File: src/rtl/des_sync_if.sv
// des_sync_if: serial-in / parallel-out bus between a bit source/consumer and des_sync
interface des_sync_if;
    logic       data_in;
    logic       bit_en;
    logic       data_ready;
    logic [7:0] data_out;
    logic       data_valid;
    logic       locked;
    logic       sync_seen;
    logic       lock_lost;
    logic       overrun;

    // Source/consumer side: drives serial bits and the ready handshake
    modport master (
        output data_in, bit_en, data_ready,
        input  data_out, data_valid, locked, sync_seen, lock_lost, overrun
    );

    // Deframer side
    modport slave (
        input  data_in, bit_en, data_ready,
        output data_out, data_valid, locked, sync_seen, lock_lost, overrun
    );
endinterface

File: src/rtl/des_sync.sv
// des_sync: serial deframer that hunts for a sync word, then delivers aligned bytes
module des_sync #(
    parameter logic [7:0]  SYNC_WORD = 8'hA5,
    parameter int unsigned MAX_GAP   = 16
) (
    input  logic        clock_ser,
    input  logic        reset,
    des_sync_if.slave   bus
);
    typedef enum logic {HUNT, LOCKED} state_t;

    localparam logic [7:0] GAP_LIM = 8'(MAX_GAP);

    state_t     state_q;
    logic [7:0] sr_q;
    logic [7:0] sr_d;
    logic [2:0] bit_cnt_q;
    logic [7:0] gap_q;
    logic [7:0] gap_d;
    logic [7:0] data_out_q;
    logic       data_valid_q;
    logic       locked_q;
    logic       sync_seen_q;
    logic       lock_lost_q;
    logic       overrun_q;

    // Bits arrive LSB first, so each new bit enters at the top and slides down
    assign sr_d  = {bus.data_in, sr_q[7:1]};
    assign gap_d = gap_q + 8'd1;

    // Framing FSM, word assembly, gap timeout and output handshake in one register stage
    always_ff @(posedge clock_ser or posedge reset) begin
        if (reset) begin
            state_q      <= HUNT;
            sr_q         <= 8'h00;
            bit_cnt_q    <= 3'd0;
            gap_q        <= 8'h00;
            data_out_q   <= 8'h00;
            data_valid_q <= 1'b0;
            locked_q     <= 1'b0;
            sync_seen_q  <= 1'b0;
            lock_lost_q  <= 1'b0;
            overrun_q    <= 1'b0;
        end else begin
            sync_seen_q <= 1'b0;
            lock_lost_q <= 1'b0;
            overrun_q   <= 1'b0;
            if (data_valid_q && bus.data_ready) data_valid_q <= 1'b0;
            if (bus.bit_en) begin
                sr_q <= sr_d;
                if (state_q == HUNT) begin
                    if (sr_d == SYNC_WORD) begin
                        state_q   <= LOCKED;
                        locked_q  <= 1'b1;
                        bit_cnt_q <= 3'd0;
                        gap_q     <= 8'h00;
                    end
                end else begin
                    bit_cnt_q <= bit_cnt_q + 3'd1;
                    if (bit_cnt_q == 3'd7) begin
                        if (sr_d == SYNC_WORD) begin
                            sync_seen_q <= 1'b1;
                            gap_q       <= 8'h00;
                        end else begin
                            gap_q <= gap_d;
                            // A same-edge accept frees the slot, so the new word may load
                            if (!data_valid_q || bus.data_ready) begin
                                data_out_q   <= sr_d;
                                data_valid_q <= 1'b1;
                            end else begin
                                overrun_q <= 1'b1;
                            end
                            if (gap_d == GAP_LIM) begin
                                state_q     <= HUNT;
                                locked_q    <= 1'b0;
                                lock_lost_q <= 1'b1;
                            end
                        end
                    end
                end
            end
        end
    end

    assign bus.data_out   = data_out_q;
    assign bus.data_valid = data_valid_q;
    assign bus.locked     = locked_q;
    assign bus.sync_seen  = sync_seen_q;
    assign bus.lock_lost  = lock_lost_q;
    assign bus.overrun    = overrun_q;
endmodule

File: src/flat_wrapper.sv
// flat-port wrapper written by rule: the top's interface ports become plain ports
module des_sync_flat 
#(
    parameter logic [7:0]  SYNC_WORD = 8'hA5,
    parameter int unsigned MAX_GAP   = 16
)
  (clock_ser, reset, bus_data_in, bus_bit_en, bus_data_ready, bus_data_out, bus_data_valid, bus_locked, bus_sync_seen, bus_lock_lost, bus_overrun);
  des_sync_if bus_i ();
  input  logic clock_ser;
  input  logic reset;
  input wire logic [$bits(bus_i.data_in)-1:0] bus_data_in;
  input wire logic [$bits(bus_i.bit_en)-1:0] bus_bit_en;
  input wire logic [$bits(bus_i.data_ready)-1:0] bus_data_ready;
  output wire logic [$bits(bus_i.data_out)-1:0] bus_data_out;
  output wire logic [$bits(bus_i.data_valid)-1:0] bus_data_valid;
  output wire logic [$bits(bus_i.locked)-1:0] bus_locked;
  output wire logic [$bits(bus_i.sync_seen)-1:0] bus_sync_seen;
  output wire logic [$bits(bus_i.lock_lost)-1:0] bus_lock_lost;
  output wire logic [$bits(bus_i.overrun)-1:0] bus_overrun;
  assign bus_i.data_in = bus_data_in;
  assign bus_i.bit_en = bus_bit_en;
  assign bus_i.data_ready = bus_data_ready;
  assign bus_data_out = bus_i.data_out;
  assign bus_data_valid = bus_i.data_valid;
  assign bus_locked = bus_i.locked;
  assign bus_sync_seen = bus_i.sync_seen;
  assign bus_lock_lost = bus_i.lock_lost;
  assign bus_overrun = bus_i.overrun;
  des_sync #(.SYNC_WORD(SYNC_WORD), .MAX_GAP(MAX_GAP)) u_core (.clock_ser(clock_ser), .reset(reset), .bus(bus_i));
endmodule
File: config.mk
export PLATFORM = sky130hd
export DESIGN_NAME = des_sync_flat
export DESIGN_NICKNAME = d
export VERILOG_FILES = /design/src/rtl/des_sync_if.sv /design/src/rtl/des_sync.sv /design/src/flat_wrapper.sv
export SDC_FILE = /design/constraint.sdc
export NUM_CORES = 1
export LEC_CHECK = 0
export CAP_MARGIN = 20
export CORE_MARGIN = 10
export CORE_UTILIZATION = 45
export CTS_BUF_LIST = sky130_fd_sc_hd__clkbuf_8
export DETAILED_ROUTE_END_ITERATION = 10
export PLACE_DENSITY = 0.75
export SKIP_LAST_GASP = 1
export SLEW_MARGIN = 20
export SYNTH_ARGS = -nofsm -noshare
export SYNTH_HDL_FRONTEND = slang
export SYNTH_SLANG_ARGS = --single-unit
File: constraint.sdc
create_clock -name clock_ser -period 3.9 [get_ports clock_ser]
set_input_delay 0.78 -clock clock_ser [delete_from_list [all_inputs] [get_ports clock_ser]]
set_output_delay 0.78 -clock clock_ser [all_outputs]
set_load 0.03 [all_outputs]
==> summary.txt, run 1 <==
fresh numbers from the pnr run: Top logic family multiplexers, Pleak 0.808 nW, fin crit share 0.703, maximum clock rate 365 MHz, M3 GR Usage 0.0285, # clock sinks 32, clock network fraction of total power 0.387, hold path start u_core.bus.data_out[4]$_DFFE_PP0P_, type of origin of the critical path input pin, critical path data required time 4.06 ns, row cnt 21, max-slew violations 0, Logic pwr share 0.100, die width 78.5 um, crit path from bus_data_in, final hold viol count 0, MUX area fraction 0.142, Top cell excl fill/tap dfrtp_1, cell with the most instances after synthesis dfrtp_1, share of power burned in registers 0.513, CTS Hold Bufs 0, final net count 159, Pwr per Cell Area 421 nW/um2, Top cells excl fill/tap dfrtp_1, clkdlybuf4s50_1, nand2_1, port buffer count 17, Final Setup Violations 0, switching pwr 0.191 mW, Seq cells post-synth 32, Detail Route met2 WL 1.65 mm, IO Pins 18, post-route setup TNS 0 ns, WHS Endpoint u_core.bus.data_out[4]$_DFFE_PP0P_, gr busiest metal met2, net count entering floorplan 139, Reg2Reg Setup Slack 1.73 ns, Post-DRT Antenna Nets 0, PnR Total Power 0.781 mW, P_seq 0.401 mW, Post-Syn Instances 131, Yosys top cell by area dfrtp_1, R2R cell count 5, P_int 0.590 mW, Pwr top registers, combinational power 0.0781 mW, core box area 3310 um2, CP Class in2reg, Placer Congestion 0.906, grt ovf 0, Met1 Wirelength 1.43 mm, antenna cells 0, status completed, htree depth 2, HP Class reg2reg, CTS tree done, VDD IR max 0.229 mV, adder and majority gate portion of the synthesized area 0.0244, Chip Height 78.5 um, ys cells 131, switch share 0.244, Reg-to-Reg Start u_core.sr_q[4]$_DFFE_PP0P_, DIE AREA 6160 um2, grt met1 use 0.134
-- run 1: worst max-delay path: stages --
cell             delay, ns
clkdlybuf4s50_1       0.50
or4bb_1               0.53
nor2_2                0.42
or2_1                 0.34
o22ai_1               0.14
a22o_1                0.19
-- run 1: state kept, by name (all words and copies together) (netlist names) --
| register | flops |
|---|---|
| u_core.bit_cnt_q | 3 |
| u_core.bus.data_out | 8 |
| u_core.bus.data_valid | 1 |
| u_core.bus.lock_lost | 1 |
| u_core.bus.locked | 1 |
| u_core.bus.overrun | 1 |
| u_core.bus.sync_seen | 1 |
| u_core.gap_q | 8 |
| u_core.sr_q | 7 |
| u_core.state_q | 1 |
-- run 1: stage by stage --
| stage | cells | util | hold WS, ns | setup slack (ns) |
|---|---|---|---|---|
| 2_1_floorplan | 131 | - | 0.463 | 1.71 |
| 3_3_place_gp | 190 | 0.529 | 0.478 | 0.978 |
| 3_5_place_dp | 190 | 0.529 | 0.496 | 0.876 |
| 4_1_cts | 198 | 0.561 | 0.511 | 1.15 |
| 5_1_grt | 198 | 0.561 | 0.535 | 1.03 |
| 6_report | 198 | 0.561 | 0.508 | 1.16 |
-- run 1: kinds of logic after synthesis --
family,after synthesis
DFF,32
buffers and inverters,12
and+or+nand+nor,36
muxes,17
AOI/OAI and AO/OA,31
adders and majority gates,3
-- run 1: final cells by class --
class | instances | area (um2) | share of cell area
tap | 46 | 57.6 | 0.0310
sequential | 32 | 801 | 0.431
clock inverter | 3 | 38.8 | 0.0209
inverter | 6 | 22.5 | 0.0121
timing repair buffer | 19 | 185 | 0.0997
clock buffer | 5 | 68.8 | 0.0370
multi-input combinational | 87 | 684 | 0.368
Figure 1. Cell sizes after repair (run 1).
The bar under the picture is 20 um long.
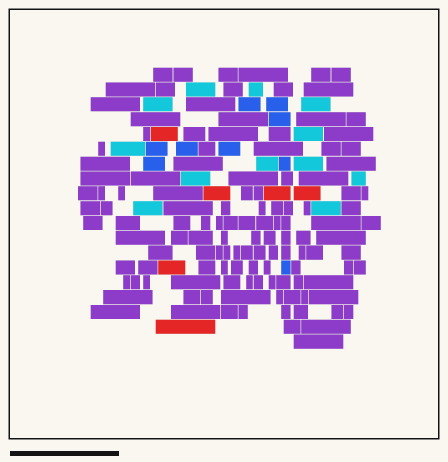
Key: purple = _0 and _1 cells [cells 125, share 82%, most used dfrtp_1]; blue = _2 cells [cells 9, share 5.9%, most used mux2_2]; red = _6 and larger [cells 6, share 3.9%, most used clkbuf_8]; cyan = _3 and _4 cells [cells 12, share 7.9%, most used mux2_4]

Figure 2. Close-up of the layout (run 1).
Window x 44 to 74, y 5 to 35 um. Cells in gray, sequential cells in the stronger gray; small squares are vias.
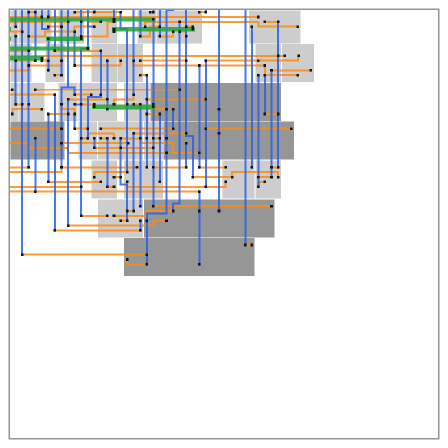
Key: green = metal 3; orange = metal 1; blue = metal 2
Netlist names of flops here include u_core.gap_q (3), u_core.bus.lock_lost (1). 28 logic cells have their middle in the window. Most frequent: o21ai_0 (6), dfrtp_1 (4). Sequential cells in the window: 4.

Figure 3. Clock network drawn from the DEF (run 1).
The bar under the picture is 20 um long.
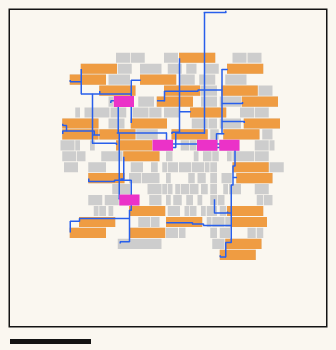
Key: magenta = clock drivers [count 5]; blue = clock wires [length 376 um]; orange = flip-flops [count 32]
There are 6 routed clock nets.

==> run 2, diff against run 1 <==
- PLACE_DENSITY: 0.75 -> 0.78
- clock period: 3.9 -> 2.4 ns (I/O delays scaled with it)
Figure 4. Where the registers sit (run 2).
The bar under the picture is 20 um long.
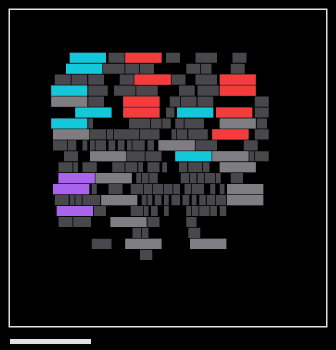
Key: red = u_core.bus.data_out [flops 8, where top middle]; cyan = u_core.sr_q [flops 7]; purple = u_core.bit_cnt_q [flops 3]

Figure 5. Cell sizes after repair (run 2).
The bar under the picture is 20 um long.
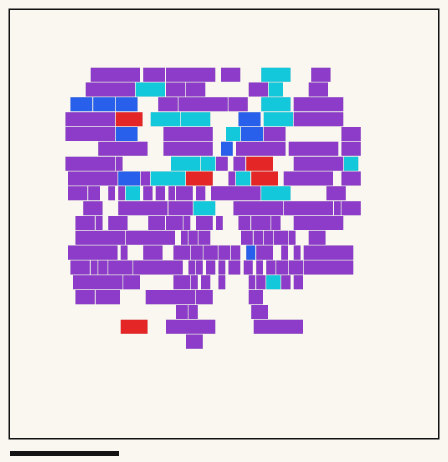
Key: blue = _2 cells [cells 9, share 5.8%, most used mux2_2]; red = _6 and larger [cells 5, share 3.2%, most used clkbuf_8]; purple = _0 and _1 cells [cells 125, share 80%, most used dfrtp_1]; cyan = _3 and _4 cells [cells 17, share 11%, most used mux2_4]

==> run 2 against run 1 <==
Setup slack got worse by 0.92 ns; combinational power rose by 66%; routed wire length fell by 6.4%; via count fell by 0.62%; power rose by 47%; flip-flop count did not move; sequential power rose by 63%; critical path depth did not move; register-to-register slack got worse by 1.3 ns.
==> summary.txt, run 2 <==
fresh numbers from the pnr run: DIE AREA 6160 um2 (unchanged), Placer Congestion 0.875 (was 0.906), core box area 3310 um2 (unchanged), dpl hpwl 2.25 mm (was 2.32 mm), htree depth 2 (unchanged), min Tclk post-route 2.16 ns, Pwr top registers (unchanged), row cnt 21 (unchanged), R2R cell count 5 (unchanged), vias in the first global route 1084 (was 1166), Worst-Margin Slew 0.626 ns (was 0.619 ns), Clock transition at path regs 0.06 ns (was 0.07 ns), root buffer cell clkbuf_8 (unchanged), DRC 0 (unchanged), syn avg cell area 11.8 um2 (unchanged), Reg-to-Reg Start u_core.sr_q[7]$_DFFE_PP0P_ (was u_core.sr_q[4]$_DFFE_PP0P_), synthesis-to-finish area growth 21.1% (was 20.6%), placed cell count 195 (was 190), Worst Clk Skew 0.00386 ns (was 0.00469 ns), clock network fraction of total power 0.318 (was 0.387), switching pwr 0.299 mW (was 0.191 mW), port buffer count 17 (unchanged), share of power burned in registers 0.569 (was 0.513), Yosys top cell by area dfrtp_1 (unchanged), Critical Path Sink Type register (unchanged), final non-filler cell total 202 (was 198), net count entering floorplan 139 (unchanged), Late-Pin Clk Latency 0.27 ns (was 0.28 ns), PnR Total Power 1.15 mW (was 0.781 mW), die width 78.5 um (unchanged), Starting Density 0.465 (unchanged), placed cell areas 1790 um2 (was 1750 um2), Pleak 0.819 nW (was 0.808 nW), Top cell excl fill/tap dfrtp_1 (unchanged), clock buffer count from CTS 5 (unchanged), final net count 164 (was 159), Pwr per Cell Area 616 nW/um2 (was 421 nW/um2), Critical Path AT 2.32 ns (was 2.91 ns), Max transition margin 0.582 (was 0.587), Post-Syn Instances 131 (unchanged), final worst setup slack 0.237 ns (was 1.16 ns), ys cells 131 (unchanged), sequential cell area 801 um2 (unchanged), fin crit share 0.901, Routed WL 3.07 mm (was 3.29 mm), HP Class reg2reg (unchanged), final hold slack 0.507 ns (was 0.508 ns), Reg2Reg Setup Slack 0.46 ns (was 1.73 ns), Max-area cell share 0.520 (unchanged), global-route wire length before repair 5.15 mm (was 5.60 mm), fillers 286 (was 284), type of origin of the critical path input pin (unchanged), setup bufs post-CTS 0 (unchanged), Distinct cells, synth 39 (unchanged), Chip Height 78.5 um (unchanged), # clock sinks 32 (unchanged), final non-filler cell area 1870 um2 (was 1860 um2), final hold viol count 0 (unchanged), Post-Syn Area 1540 um2 (unchanged), comb. cell area 684 um2 (unchanged), Post-synth ARST share 1.00 (unchanged), drt wl/cell 15.2 um (was 16.6 um), synth warn 0 (unchanged), Commonest cells post-synth dfrtp_1, nand2_1, o21ai_0 (unchanged), post-route setup TNS 0 ns (unchanged), VDD IR max 0.485 mV (was 0.229 mV), cell with the most instances after synthesis dfrtp_1 (unchanged), WHS Endpoint u_core.bit_cnt_q[1]$_DFFE_PP0P_ (was u_core.bus.data_out[4]$_DFFE_PP0P_), maximum clock rate 462 MHz, Top cells excl fill/tap dfrtp_1, clkdlybuf4s50_1, nand2_1 (unchanged), Seq cells post-synth 32 (unchanged), Placement Setup Slack -0.0408 ns (was 0.876 ns), Tool Warnings 26 (unchanged), worst flop-to-flop path endpoint u_core.bus.data_out[0]$_DFFE_PP0P_ (was u_core.gap_q[2]$_DFFE_PP0P_), final core utilization 0.563 (was 0.561), antenna cells 0 (unchanged), GRT Resource Usage Total 0.105 (was 0.110), CP Max Fanout 8 (was 11), Post-DRT Antenna Nets 0 (unchanged), RSZ-0062 raised after global routing false (unchanged), biggest area cells dfrtp_1, mux2_4, mux2_2 (unchanged), antenna violations before repair 0 (unchanged), DRT iter0 DRCs 75 (was 122), grt ovf 0 (unchanged), max-slew violations 0 (unchanged), Vias/cell 5.51 (was 5.66), Post-synth EDFFs 0 (unchanged), P_seq 0.654 mW (was 0.401 mW), Logic pwr share 0.113 (was 0.100), combinational power 0.130 mW (was 0.0781 mW), CTS resizes 0 (unchanged), switch share 0.261 (was 0.244), number of vias in the routed layout 1114 (was 1121), Yosys Chip Area 1540 um2 (unchanged), critical path data required time 2.56 ns (was 4.06 ns), hold path start u_core.bit_cnt_q[1]$_DFFE_PP0P_ (was u_core.bus.data_out[4]$_DFFE_PP0P_), CP Class in2reg (unchanged), Pre-Repair DR Iteration Count 4 (unchanged), P_int 0.850 mW (was 0.590 mW), largest net degree at the start of global routing 33 (unchanged), Final Setup Violations 0 (unchanged), Primary FF master, synth dfrtp_1 (unchanged), IO Pins 18 (unchanged), Max Buffers Root-to-Sink 2 (unchanged), hold path cells 1 (unchanged), post-synthesis sequential area ratio 0.520 (unchanged), CTS Hold Bufs 0 (unchanged), CTS tree done (unchanged), status completed (unchanged), layout cell share with drive strength beyond 1 0.199 (was 0.178)
## run 2: cell counts after synthesis
No cell type changed its count.
## run 2: area by class of cell
| class | instances | share of cell area |
|---|---|---|
| Clock inverter | 2 | 0.00469 |
| Inverter | 6 | 0.0121 |
| Sequential cell | 32 | 0.429 |
| Multi-Input combinational cell | 87 | 0.367 |
| Tap cell | 46 | 0.0309 |
| Clock buffer | 5 | 0.0369 |
| Timing Repair Buffer | 24 | 0.119 |
## run 2: worst max path at each step
| stage | startpoint | end | slack (ns) | depth (start not counted) |
|---|---|---|---|---|
| final | bus_data_in | u_core.bus.data_out[0]$_DFFE_PP0P_ | 0.24 | 6 |
| after global routing | bus_data_in | u_core.bus.data_out[4]$_DFFE_PP0P_ | 0.16 | 6 |
| after detailed placement | bus_data_in | u_core.bus.data_out[0]$_DFFE_PP0P_ | -0.04 | 6 |
| after floorplan | bus_data_in | u_core.bus.data_out[0]$_DFFE_PP0P_ | 0.51 | 6 |
| after global placement | bus_data_in | u_core.bus.data_out[7]$_DFFE_PP0P_ | -0.004 | 6 |
| after CTS | bus_data_in | u_core.bus.data_out[0]$_DFFE_PP0P_ | 0.24 | 6 |
## run 2: kinds of logic after synthesis
kind of cell / after synthesis / synth area share
and+or+nand+nor: 36 / 0.140
adders and majority gates: 3 / 0.0244
muxes: 17 / 0.142
DFF: 32 / 0.520
buffers and inverters: 12 / 0.0357
AOI/OAI and AO/OA: 31 / 0.138
## run 2: layer usage
layer | track usage | wire length (um)
met3 | 0.0353 | 178
met1 | 0.124 | 1390
met5 | 0 | 0
met2 | 0.162 | 1440
met4 | 0.0591 | 71
## run 2: critical path, stage by stage
cell and delay (ns):
clkdlybuf4s50_1 0.47, or4bb_1 0.54, nor2_2 0.24, nor2_4 0.10
nand3_4 0.18, mux2_4 0.32
==> run 3, diff against run 2 <==
- CORE_ASPECT_RATIO: default -> 1.5
Figure 6. Where the registers sit (run 3).
The bar under the picture is 20 um long.
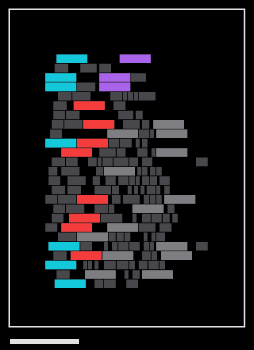
Key: cyan = u_core.sr_q [flops 7]; purple = u_core.bit_cnt_q [flops 3]; red = u_core.bus.data_out [flops 8]
Another 14 sequential cells are not colored.

Figure 7. Close-up of the layout (run 3).
Window x 36 to 66, y 8 to 38 um. Cells in gray, sequential cells in the stronger gray; small squares are vias.
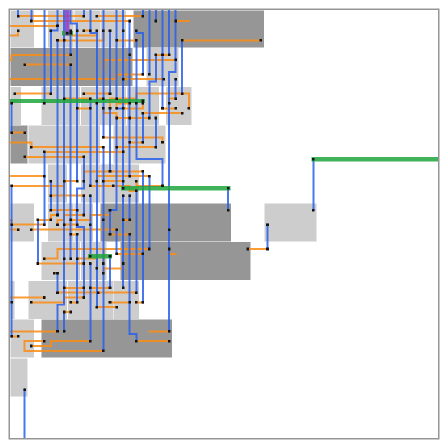
Key: orange = metal 1; purple = metal 4; blue = metal 2; green = metal 3
Netlist names of flops here include u_core.gap_q (4), u_core.bus.lock_lost (1). Most frequent: o21ai_0 (6), dfrtp_1 (5). 29 logic cells have their middle in the window. Sequential cells in the window: 5.

==> run 3 against run 2 <==
Flip-flop count stayed put; setup slack better by 0.017 ns; non-clock buffer count stayed put; via count grew 2.7%; sequential share of layout area shrank 0.31 points; synthesized cell count stayed put; core utilization decreased by 0.26 points; maximum frequency rose by 0.80%; clock-buffer cell count is 2 higher; worst hold slack worse by 0.0034 ns; largest power group unchanged; highest routed layer unchanged.
==> summary.txt, run 3 <==
fresh numbers from the pnr run: P_clk 0.444 mW (was 0.365 mW), CTS resizes 0 (unchanged), # clock sinks 32 (unchanged), grt ovf 0 (unchanged), Placer Congestion 0.906 (was 0.875), final non-filler cell total 198 (was 202), switching pwr 0.315 mW (was 0.299 mW), Detail Route met2 WL 1.85 mm (was 1.44 mm), Post-synth ARST share 1.00 (unchanged), port buffer count 17 (unchanged), Tool Warnings 26 (unchanged), clock network fraction of total power 0.360 (was 0.318), sequential cell area 801 um2 (unchanged), vias in the first global route 1234 (was 1084), CP Class in2reg (unchanged), antenna violations before repair 0 (unchanged), combinational power 0.156 mW (was 0.130 mW), gr busiest metal met2 (unchanged), share of power burned in registers 0.513 (was 0.569), met2 Use GR 0.204 (was 0.162), Post-Syn Instances 131 (unchanged), number of vias in the routed layout 1144 (was 1114), Worst Clk Skew 0.00734 ns (was 0.00386 ns), P_seq 0.632 mW (was 0.654 mW), comb. cell area 684 um2 (unchanged), row cnt 26 (was 21), Post-DRT Antenna Nets 0 (unchanged), synth warn 0 (unchanged), Worst-Margin Slew 0.437 ns (was 0.626 ns), Max transition margin 0.706 (was 0.582), final net count 164 (unchanged), final hold viol count 0 (unchanged), max cap viols 0 (unchanged), RSZ-0062 raised after global routing false (unchanged), root buffer cell clkbuf_8 (unchanged), critical path data required time 2.56 ns (about the same), net count entering floorplan 139 (unchanged), Met1 Wirelength 1.25 mm (was 1.39 mm), core box area 3350 um2 (was 3310 um2), CTS Hold Bufs 0 (unchanged), switch share 0.256 (was 0.261), Final Setup Violations 0 (unchanged), Starting Density 0.460 (was 0.465), DIE AREA 6210 um2 (was 6160 um2), Seq cells post-synth 32 (unchanged), biggest area cells dfrtp_1, mux2_4, mux2_2 (unchanged), P_int 0.918 mW (was 0.850 mW), final hold slack 0.504 ns (was 0.507 ns), Commonest cells post-synth dfrtp_1, nand2_1, o21ai_0 (unchanged), Routed WL 3.37 mm (was 3.07 mm), grt met1 use 0.120 (was 0.124), Yosys top cell by area dfrtp_1 (unchanged), Reg-to-Reg Start u_core.sr_q[7]$_DFFE_PP0P_ (unchanged), R2R cell count 5 (unchanged), cell with the most instances after synthesis dfrtp_1 (unchanged), type of origin of the critical path input pin (unchanged), antenna cells 0 (unchanged), uppermost layer routed met4 (unchanged), CTS tree done (unchanged), hold path cells 1 (unchanged), DRT iter0 DRCs 51 (was 75), Clock transition at path regs 0.06 ns (about the same), Distinct cells, synth 39 (unchanged), syn avg cell area 11.8 um2 (unchanged), Vias/cell 5.78 (was 5.51), Post-Syn Area 1540 um2 (unchanged), max-slew violations 0 (unchanged), hold path start u_core.bit_cnt_q[1]$_DFFE_PP0P_ (unchanged), post-synthesis sequential area ratio 0.520 (unchanged), fillers 273 (was 286), Pwr per Cell Area 656 nW/um2 (was 616 nW/um2), Reg2Reg Setup Slack 0.50 ns (was 0.46 ns), M3 GR Usage 0.0426 (was 0.0353), Late-Pin Clk Latency 0.28 ns (was 0.27 ns), Pleak 0.824 nW (was 0.819 nW), Top cell excl fill/tap dfrtp_1 (unchanged), die width 67.8 um (was 78.5 um), ys cells 131 (unchanged), synthesis-to-finish area growth 22.0% (was 21.1%), Critical Path AT 2.31 ns (was 2.32 ns), VDD IR max 0.461 mV (was 0.485 mV), setup bufs post-CTS 0 (unchanged), final core utilization 0.561 (was 0.563), maximum clock rate 466 MHz (was 462 MHz), largest net degree at the start of global routing 33 (unchanged), Chip Height 91.7 um (was 78.5 um), Primary FF master, synth dfrtp_1 (unchanged), HP Class reg2reg (unchanged), Pwr top registers (unchanged), layout cell share with drive strength beyond 1 0.205 (was 0.199), fin crit share 0.894 (was 0.901), drt wl/cell 17.0 um (was 15.2 um), min Tclk post-route 2.15 ns (was 2.16 ns), placed cell count 191 (was 195), Post-synth EDFFs 0 (unchanged), Pre-Repair DR Iteration Count 4 (unchanged), htree depth 2 (unchanged), PnR Total Power 1.23 mW (was 1.15 mW), status completed (unchanged), Yosys Chip Area 1540 um2 (unchanged), GRT Resource Usage Total 0.117 (was 0.105), Top cells excl fill/tap dfrtp_1, clkdlybuf4s50_1, nand2_1 (unchanged), global-route wire length before repair 5.79 mm (was 5.15 mm), met3 WL 224 um (was 178 um), Max-area cell share 0.520 (unchanged), clock buffer count from CTS 5 (unchanged), post-route setup TNS 0 ns (unchanged), WHS Endpoint u_core.bit_cnt_q[1]$_DFFE_PP0P_ (unchanged), Logic pwr share 0.127 (was 0.113), Critical Path Sink Type register (unchanged), DRC 0 (unchanged), CP Max Fanout 8 (unchanged), IO Pins 18 (unchanged), dpl hpwl 2.47 mm (was 2.25 mm), Max Buffers Root-to-Sink 2 (unchanged), worst flop-to-flop path endpoint u_core.bus.data_out[1]$_DFFE_PP0P_ (was u_core.bus.data_out[0]$_DFFE_PP0P_)
-- run 3: cell counts after synthesis --
No cell type changed its count.
-- run 3: worst max path at each step --
stage | start | to | cells after the start | slack (ns)
floorplan | bus_data_in | u_core.bus.data_out[0]$_DFFE_PP0P_ | 6 | 0.51
global placement | bus_data_in | u_core.bus.data_out[3]$_DFFE_PP0P_ | 6 | 0.04
detailed placement | bus_data_in | u_core.bus.data_out[1]$_DFFE_PP0P_ | 6 | -0.05
CTS | bus_data_in | u_core.bus.data_out[1]$_DFFE_PP0P_ | 6 | 0.25
global route | bus_data_in | u_core.bus.data_out[1]$_DFFE_PP0P_ | 6 | 0.15
finish | bus_data_in | u_core.bus.data_out[1]$_DFFE_PP0P_ | 6 | 0.25
-- run 3: layout make-up --
cell class | instances | share of cell area
multi-input combinational | 87 | 0.364
tap | 42 | 0.0280
inverter | 6 | 0.0120
timing repair buffer | 24 | 0.119
sequential | 32 | 0.426
clock buffer | 7 | 0.0513
-- run 3: per-stage QoR --
step / instance area, um2 / setup WS, ns
detailed placement: 1780 / -0.0466
global route: 1880 / 0.152
CTS: 1880 / 0.246
global placement: 1780 / 0.0423
finish: 1880 / 0.255
floorplan: 1540 / 0.515
-- run 3: logic make-up (layout without fill, tap and decap cells) --
kind of cell | count (synthesis) | count (layout) | share of synthesized area
flops | 32 | 32 | 0.520
buf+inv | 12 | 37 | 0.0357
mux | 17 | 17 | 0.142
simple gates | 36 | 36 | 0.140
compound gates | 31 | 31 | 0.138
fa+ha+maj | 3 | 3 | 0.0244
-- run 3: worst max-delay path, cell delays in order --
cell and delay, ns:
clkdlybuf4s50_1 0.47, or4bb_1 0.52, nor2_2 0.25, nor2_4 0.08, nand3_4 0.17, mux2_4 0.32
No activity file was given, so power comes from the tool's default toggle rates.
